===== src/rtl/tso_pkt_rx.sv =====
// TSO byte-stream receiver: checks sync/length framing and packs bytes into tagged 32-bit words.
// A show-ahead FIFO buffers the words; space for a whole packet is reserved when it starts.
`timescale 1ns/1ps
module tso_pkt_rx #(
   parameter int unsigned PKT_LEN    = 188,
   parameter logic [7:0]  SYNC_BYTE  = 8'h47,
   parameter int unsigned FIFO_DEPTH = 64,
   parameter int unsigned LOCK_PKTS  = 3
) (
   input  logic        clk,
   input  logic        rst,
   input  logic        rx_start,
   input  logic        rx_valid,
   input  logic [7:0]  rx_data,
   input  logic        rx_err,
   output logic        word_valid,
   input  logic        word_ready,
   output logic [31:0] word_data,
   output logic        word_sop,
   output logic        word_eop,
   output logic        word_err,
   output logic        locked,
   output logic [15:0] pkt_cnt,
   output logic [15:0] err_cnt,
   output logic [15:0] drop_cnt
);

   localparam int unsigned WORDS  = PKT_LEN / 4;
   localparam int unsigned BCNT_W = $clog2(PKT_LEN);
   localparam int unsigned PTR_W  = (FIFO_DEPTH > 1) ? $clog2(FIFO_DEPTH) : 1;
   localparam int unsigned CNT_W  = $clog2(FIFO_DEPTH + 1);
   localparam int unsigned RUN_W  = $clog2(LOCK_PKTS + 1);

   typedef struct packed {
      logic [31:0] data;
      logic        sop;
      logic        eop;
      logic        err;
   } word_t;

   typedef enum logic [1:0] {HUNT, RECV, SKIP} state_t;

   state_t              state_q, state_d;
   logic [BCNT_W-1:0]   byte_cnt_q, byte_cnt_d;
   logic [23:0]         asm_q, asm_d;
   logic                sticky_q, sticky_d;
   logic [RUN_W-1:0]    run_q;

   logic                start_byte, flush, space_ok;
   logic                wr_en, rd_en;
   word_t               wr_word;
   logic                good_pkt, run_clr, inc_drop;
   logic [1:0]          err_inc;
   logic [CNT_W-1:0]    free_words;

   word_t               mem [FIFO_DEPTH];
   logic [PTR_W-1:0]    wr_ptr, rd_ptr;
   logic [CNT_W-1:0]    count_q, count_d;
   logic                valid_q;

   assign start_byte = rx_valid & rx_start;
   assign flush      = (state_q == RECV) & start_byte;
   // A flush write in this cycle consumes space not yet visible in count_q.
   assign free_words = CNT_W'(FIFO_DEPTH) - count_q - CNT_W'(flush);
   assign space_ok   = free_words >= CNT_W'(WORDS);

   always_ff @(posedge clk) begin
      if (rst) state_q <= HUNT;
      else     state_q <= state_d;
   end

   always_comb begin
      state_d    = state_q;
      byte_cnt_d = byte_cnt_q;
      asm_d      = asm_q;
      sticky_d   = sticky_q;
      wr_en      = 1'b0;
      wr_word    = '0;
      good_pkt   = 1'b0;
      run_clr    = 1'b0;
      inc_drop   = 1'b0;
      err_inc    = 2'd0;

      case (state_q)
         RECV: begin
            if (start_byte) begin
               wr_en       = 1'b1;
               wr_word.sop = byte_cnt_q < BCNT_W'(4);
               wr_word.eop = 1'b1;
               wr_word.err = 1'b1;
               case (byte_cnt_q[1:0])
                  2'd1:    wr_word.data = {asm_q[7:0], 24'h0};
                  2'd2:    wr_word.data = {asm_q[15:0], 16'h0};
                  2'd3:    wr_word.data = {asm_q[23:0], 8'h0};
                  default: wr_word.data = 32'h0;
               endcase
               err_inc = 2'd1;
               run_clr = 1'b1;
            end else if (rx_valid) begin
               asm_d      = {asm_q[15:0], rx_data};
               byte_cnt_d = byte_cnt_q + BCNT_W'(1);
               sticky_d   = sticky_q | rx_err;
               if (byte_cnt_q[1:0] == 2'd3) begin
                  wr_en        = 1'b1;
                  wr_word.data = {asm_q, rx_data};
                  wr_word.sop  = byte_cnt_q == BCNT_W'(3);
               end
               if (byte_cnt_q == BCNT_W'(PKT_LEN - 1)) begin
                  wr_word.eop = 1'b1;
                  wr_word.err = sticky_q | rx_err;
                  good_pkt    = ~(sticky_q | rx_err);
                  run_clr     = sticky_q | rx_err;
                  state_d     = HUNT;
               end
            end
         end
         SKIP: begin
            if (!start_byte && rx_valid) begin
               byte_cnt_d = byte_cnt_q + BCNT_W'(1);
               if (byte_cnt_q == BCNT_W'(PKT_LEN - 1)) state_d = HUNT;
            end
         end
         default: ;
      endcase

      // Start byte handling is shared by all states.
      if (start_byte) begin
         if (rx_data != SYNC_BYTE) begin
            err_inc = err_inc + 2'd1;
            run_clr = 1'b1;
            state_d = HUNT;
         end else if (space_ok) begin
            asm_d      = {16'h0, rx_data};
            byte_cnt_d = BCNT_W'(1);
            sticky_d   = rx_err;
            state_d    = RECV;
         end else begin
            inc_drop   = 1'b1;
            byte_cnt_d = BCNT_W'(1);
            state_d    = SKIP;
         end
      end
   end

   always_ff @(posedge clk) begin
      if (rst) begin
         byte_cnt_q <= '0;
         asm_q      <= '0;
         sticky_q   <= 1'b0;
      end else begin
         byte_cnt_q <= byte_cnt_d;
         asm_q      <= asm_d;
         sticky_q   <= sticky_d;
      end
   end

   // Lock run, lock flag and saturating statistics.
   logic [16:0] err_sum;
   assign err_sum = {1'b0, err_cnt} + 17'(err_inc);

   always_ff @(posedge clk) begin
      if (rst) begin
         run_q    <= '0;
         locked   <= 1'b0;
         pkt_cnt  <= '0;
         err_cnt  <= '0;
         drop_cnt <= '0;
      end else begin
         if (run_clr) begin
            run_q <= '0;
            if (err_inc != 2'd0) locked <= 1'b0;
         end else if (good_pkt) begin
            if (run_q < RUN_W'(LOCK_PKTS)) run_q <= run_q + RUN_W'(1);
            if (run_q + RUN_W'(1) >= RUN_W'(LOCK_PKTS)) locked <= 1'b1;
         end
         if (good_pkt && pkt_cnt != 16'hFFFF)  pkt_cnt  <= pkt_cnt + 16'd1;
         if (inc_drop && drop_cnt != 16'hFFFF) drop_cnt <= drop_cnt + 16'd1;
         err_cnt <= err_sum[16] ? 16'hFFFF : err_sum[15:0];
      end
   end

   // Show-ahead FIFO.
   assign rd_en = valid_q & word_ready;

   always_comb begin
      count_d = count_q;
      if (wr_en && !rd_en)      count_d = count_q + CNT_W'(1);
      else if (!wr_en && rd_en) count_d = count_q - CNT_W'(1);
   end

   always_ff @(posedge clk) begin
      if (rst) begin
         wr_ptr  <= '0;
         rd_ptr  <= '0;
         count_q <= '0;
         valid_q <= 1'b0;
      end else begin
         if (wr_en) wr_ptr <= (wr_ptr == PTR_W'(FIFO_DEPTH - 1)) ? '0 : wr_ptr + PTR_W'(1);
         if (rd_en) rd_ptr <= (rd_ptr == PTR_W'(FIFO_DEPTH - 1)) ? '0 : rd_ptr + PTR_W'(1);
         count_q <= count_d;
         valid_q <= count_d != '0;
      end
   end

   always_ff @(posedge clk) begin
      if (wr_en) mem[wr_ptr] <= wr_word;
   end

   word_t head;
   assign head       = mem[rd_ptr];
   assign word_valid = valid_q;
   assign word_data  = valid_q ? head.data : 32'h0;
   assign word_sop   = valid_q & head.sop;
   assign word_eop   = valid_q & head.eop;
   assign word_err   = valid_q & head.err;

endmodule

===== config.mk =====
export PLATFORM = sky130hd
export DESIGN_NAME = tso_pkt_rx
export DESIGN_NICKNAME = d
export VERILOG_FILES = /design/src/rtl/tso_pkt_rx.sv
export SDC_FILE = /design/constraint.sdc
export NUM_CORES = 2
export LEC_CHECK = 0
export ABC_AREA = 1
export ABC_CLOCK_PERIOD_IN_PS = 7000
export CORE_ASPECT_RATIO = 0.6
export CORE_MARGIN = 4
export CORE_UTILIZATION = 55
export DETAILED_ROUTE_END_ITERATION = 8
export PLACE_DENSITY = 0.82
export SYNTH_ARGS = -nofsm -noshare
export SYNTH_HDL_FRONTEND = slang
export SYNTH_SLANG_ARGS = --single-unit

===== constraint.sdc =====
create_clock -name clk -period 7 [get_ports clk]
set_input_delay 1.4 -clock clk [delete_from_list [all_inputs] [get_ports clk]]
set_output_delay 1.4 -clock clk [all_outputs]
set_load 0.05 [all_outputs]

==> results.yml <==
# implementation run metrics
layout:
  layout-drive-gt1-share_pct: 7.12
  inv_count: 138
  area_dominant_class: "sequential cells"
  sh_comb_area_pct: 23.0
  signal_buffers: 275
  fin_nets: 8351
  clk_share_pct: 5.76
  largest_registers: "mem x2240, asm_q x24"
placement:
  finalWeightedCongestion: 0.867
  io_buffers: 98
  dp_slack_ps: 1470
  placedCellCount: 10400
synth:
  syn_avg_cell_area_um2: 11.5
  yosys.area.top_type: "edfxtp_1"
  ys_seq_share_pct: 72.1
  yosys_cells: 8350
  synthFlopType: "edfxtp_1"
  top_cell: "nand2_1"
  ys_ff: 2352
  ys_async_sr_fraction_pct: 0
  top_area_share_pct: 69.8
  ys.warnings.count: 0
  synth_cell_types: 46
  floorplan.nets: 8395
  yosys_area_mm2: 0.0964
  synthCells: 8350
sta:
  finalHoldViolCount: 0
  fmax_mhz: 159
  setup_tns_ps: 0
  fin_worst_skew_ps: 51.7
  slew_headroom_pct: 8.17
  setup_viol: 0
grt:
  met2_usage_pct: 40.8
  grt_overflow: 0
  grt_pass1_wl_um: 394000
drt:
  m1WireLength_um: 98200
  postRouteAntennaNets: 0
  vias_per_cell: 6.25
  drt_iter0_markers: 12400
  wl_met3_um: 42300
floorplan:
  nWellTaps: 2340
  chip_area_mm2: 0.182
  fp.dieH_um: 332
  die_w_um: 548
power_and_ir_drop:
  irDropWorstVdd_v: 0.000240
  power.leakage_nw: 38.2
job:
  tool_warnings: 68
  drv_cap: 0
critical_path:
  cp_num_cells: 10
  worstPathRequired_ps: 5600
  r2r-end: "mem[13][21]"
  critPathTopFamily: "buffers and inverters"
  end_kind: "output port"
  startpoint_type: "flip-flop"
  r2r_cells: 7
cts:
  clk_pin_slew_ps: 70
  root_buffer: "clkbuf_16"
  cts_buffer_depth: 4
min_path:
  holdPathEnd: "sticky_q"
  hold_path_startpoint: "sticky_q"
outcome:
  status: "finished clean"
-- report_power, final --
part	total (mW)	leakage [nW]	internal, mW	switching (mW)
clock network	10.8	3.00	5.81	4.96
registers	15.3	23.5	15.2	0.0860
logic	4.94	11.7	1.41	3.53
total	31.0	38.2	22.4	8.58
-- cell families (layout without fill, tap and decap cells) --
family	Yosys count	count (layout)	synth area share [%]
compound gates	304	304	1.75
xor+xnor	29	29	0.263
fa+ha+maj	31	31	0.410
buf+inv	660	762	3.35
flops	2352	2352	72.1
other cells	0	2	0
simple gates	4974	4974	22.1
-- worst register-to-register path, cell delays in order (launching register included) --
cell and delay [ps]:
dfxtp_1 380, ha_1 780, inv_2 190, a21oi_2 760, nand4_1 170, buf_4 280, nor2_4 1050, buf_4 500
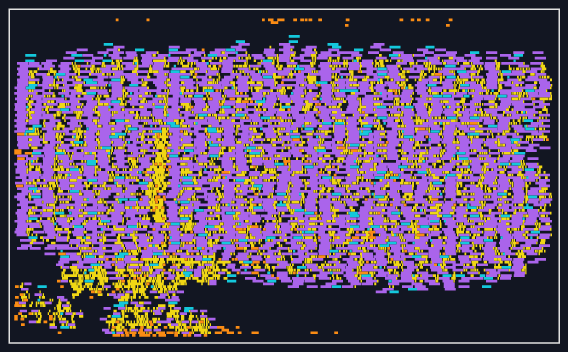
Fig. 1. Placed cells, one colour a class.
Scale: 1 px per µm.
| colour | class | cells |
|---|---|---|
| cyan | clock drivers and dummy loads | 349 |
| purple | registers | 2352 |
| yellow | remaining logic cells | 5476 |
| orange | remaining buffers and delay cells | 275 |
Rows: 118
cell area after layout: 0.106 mm²

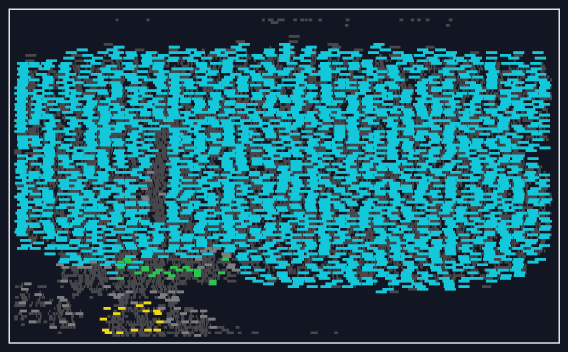
Fig. 2. Sequential cells grouped by signal name.
Scale: 1 px per µm. Other sequential cells in the stronger grey, the rest of the logic in the fainter grey.
| colour | netlist name | flops |
|---|---|---|
| green | `asm_q` | 24 |
| cyan | `mem` | 2240 |
| yellow | `pkt_cnt` | 16 |
fin util: 61.3%
total sequential power: 15.3 mW
sequential cell area: 0.0695 mm²
sequential share of cell area: 65.4%

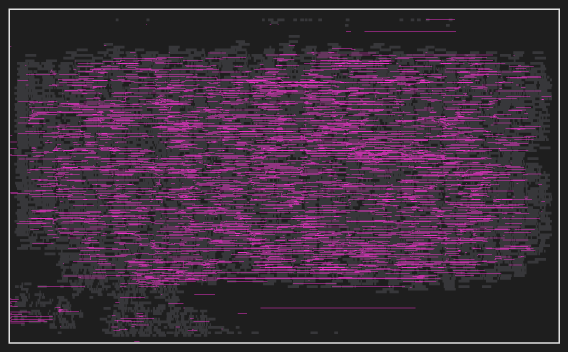
Fig. 3. The metal 3 layer.
Scale: 1 px per µm. Cells faint in the background.
nets with wire on the layer: 828
main direction: horizontal
share of all routed wire: 16%
wire length on this layer: 42.3 mm
longest straight run: 257 µm
DR vias: 67500
final WL: 265000 µm
GR Util met3: 7.26%

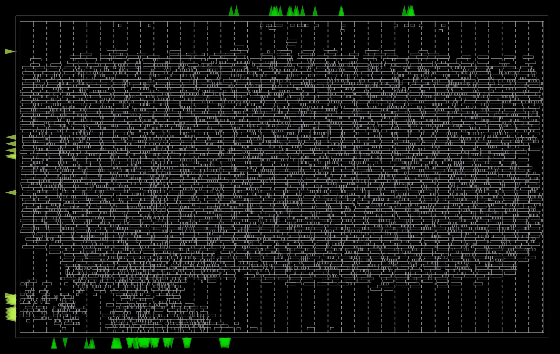
Fig. 4. Cell placement.
flip-flops: 2352
Layout fillers: 12400
Placeable Area: 0.173 mm²

Power is estimated from default activity; no workload was simulated.
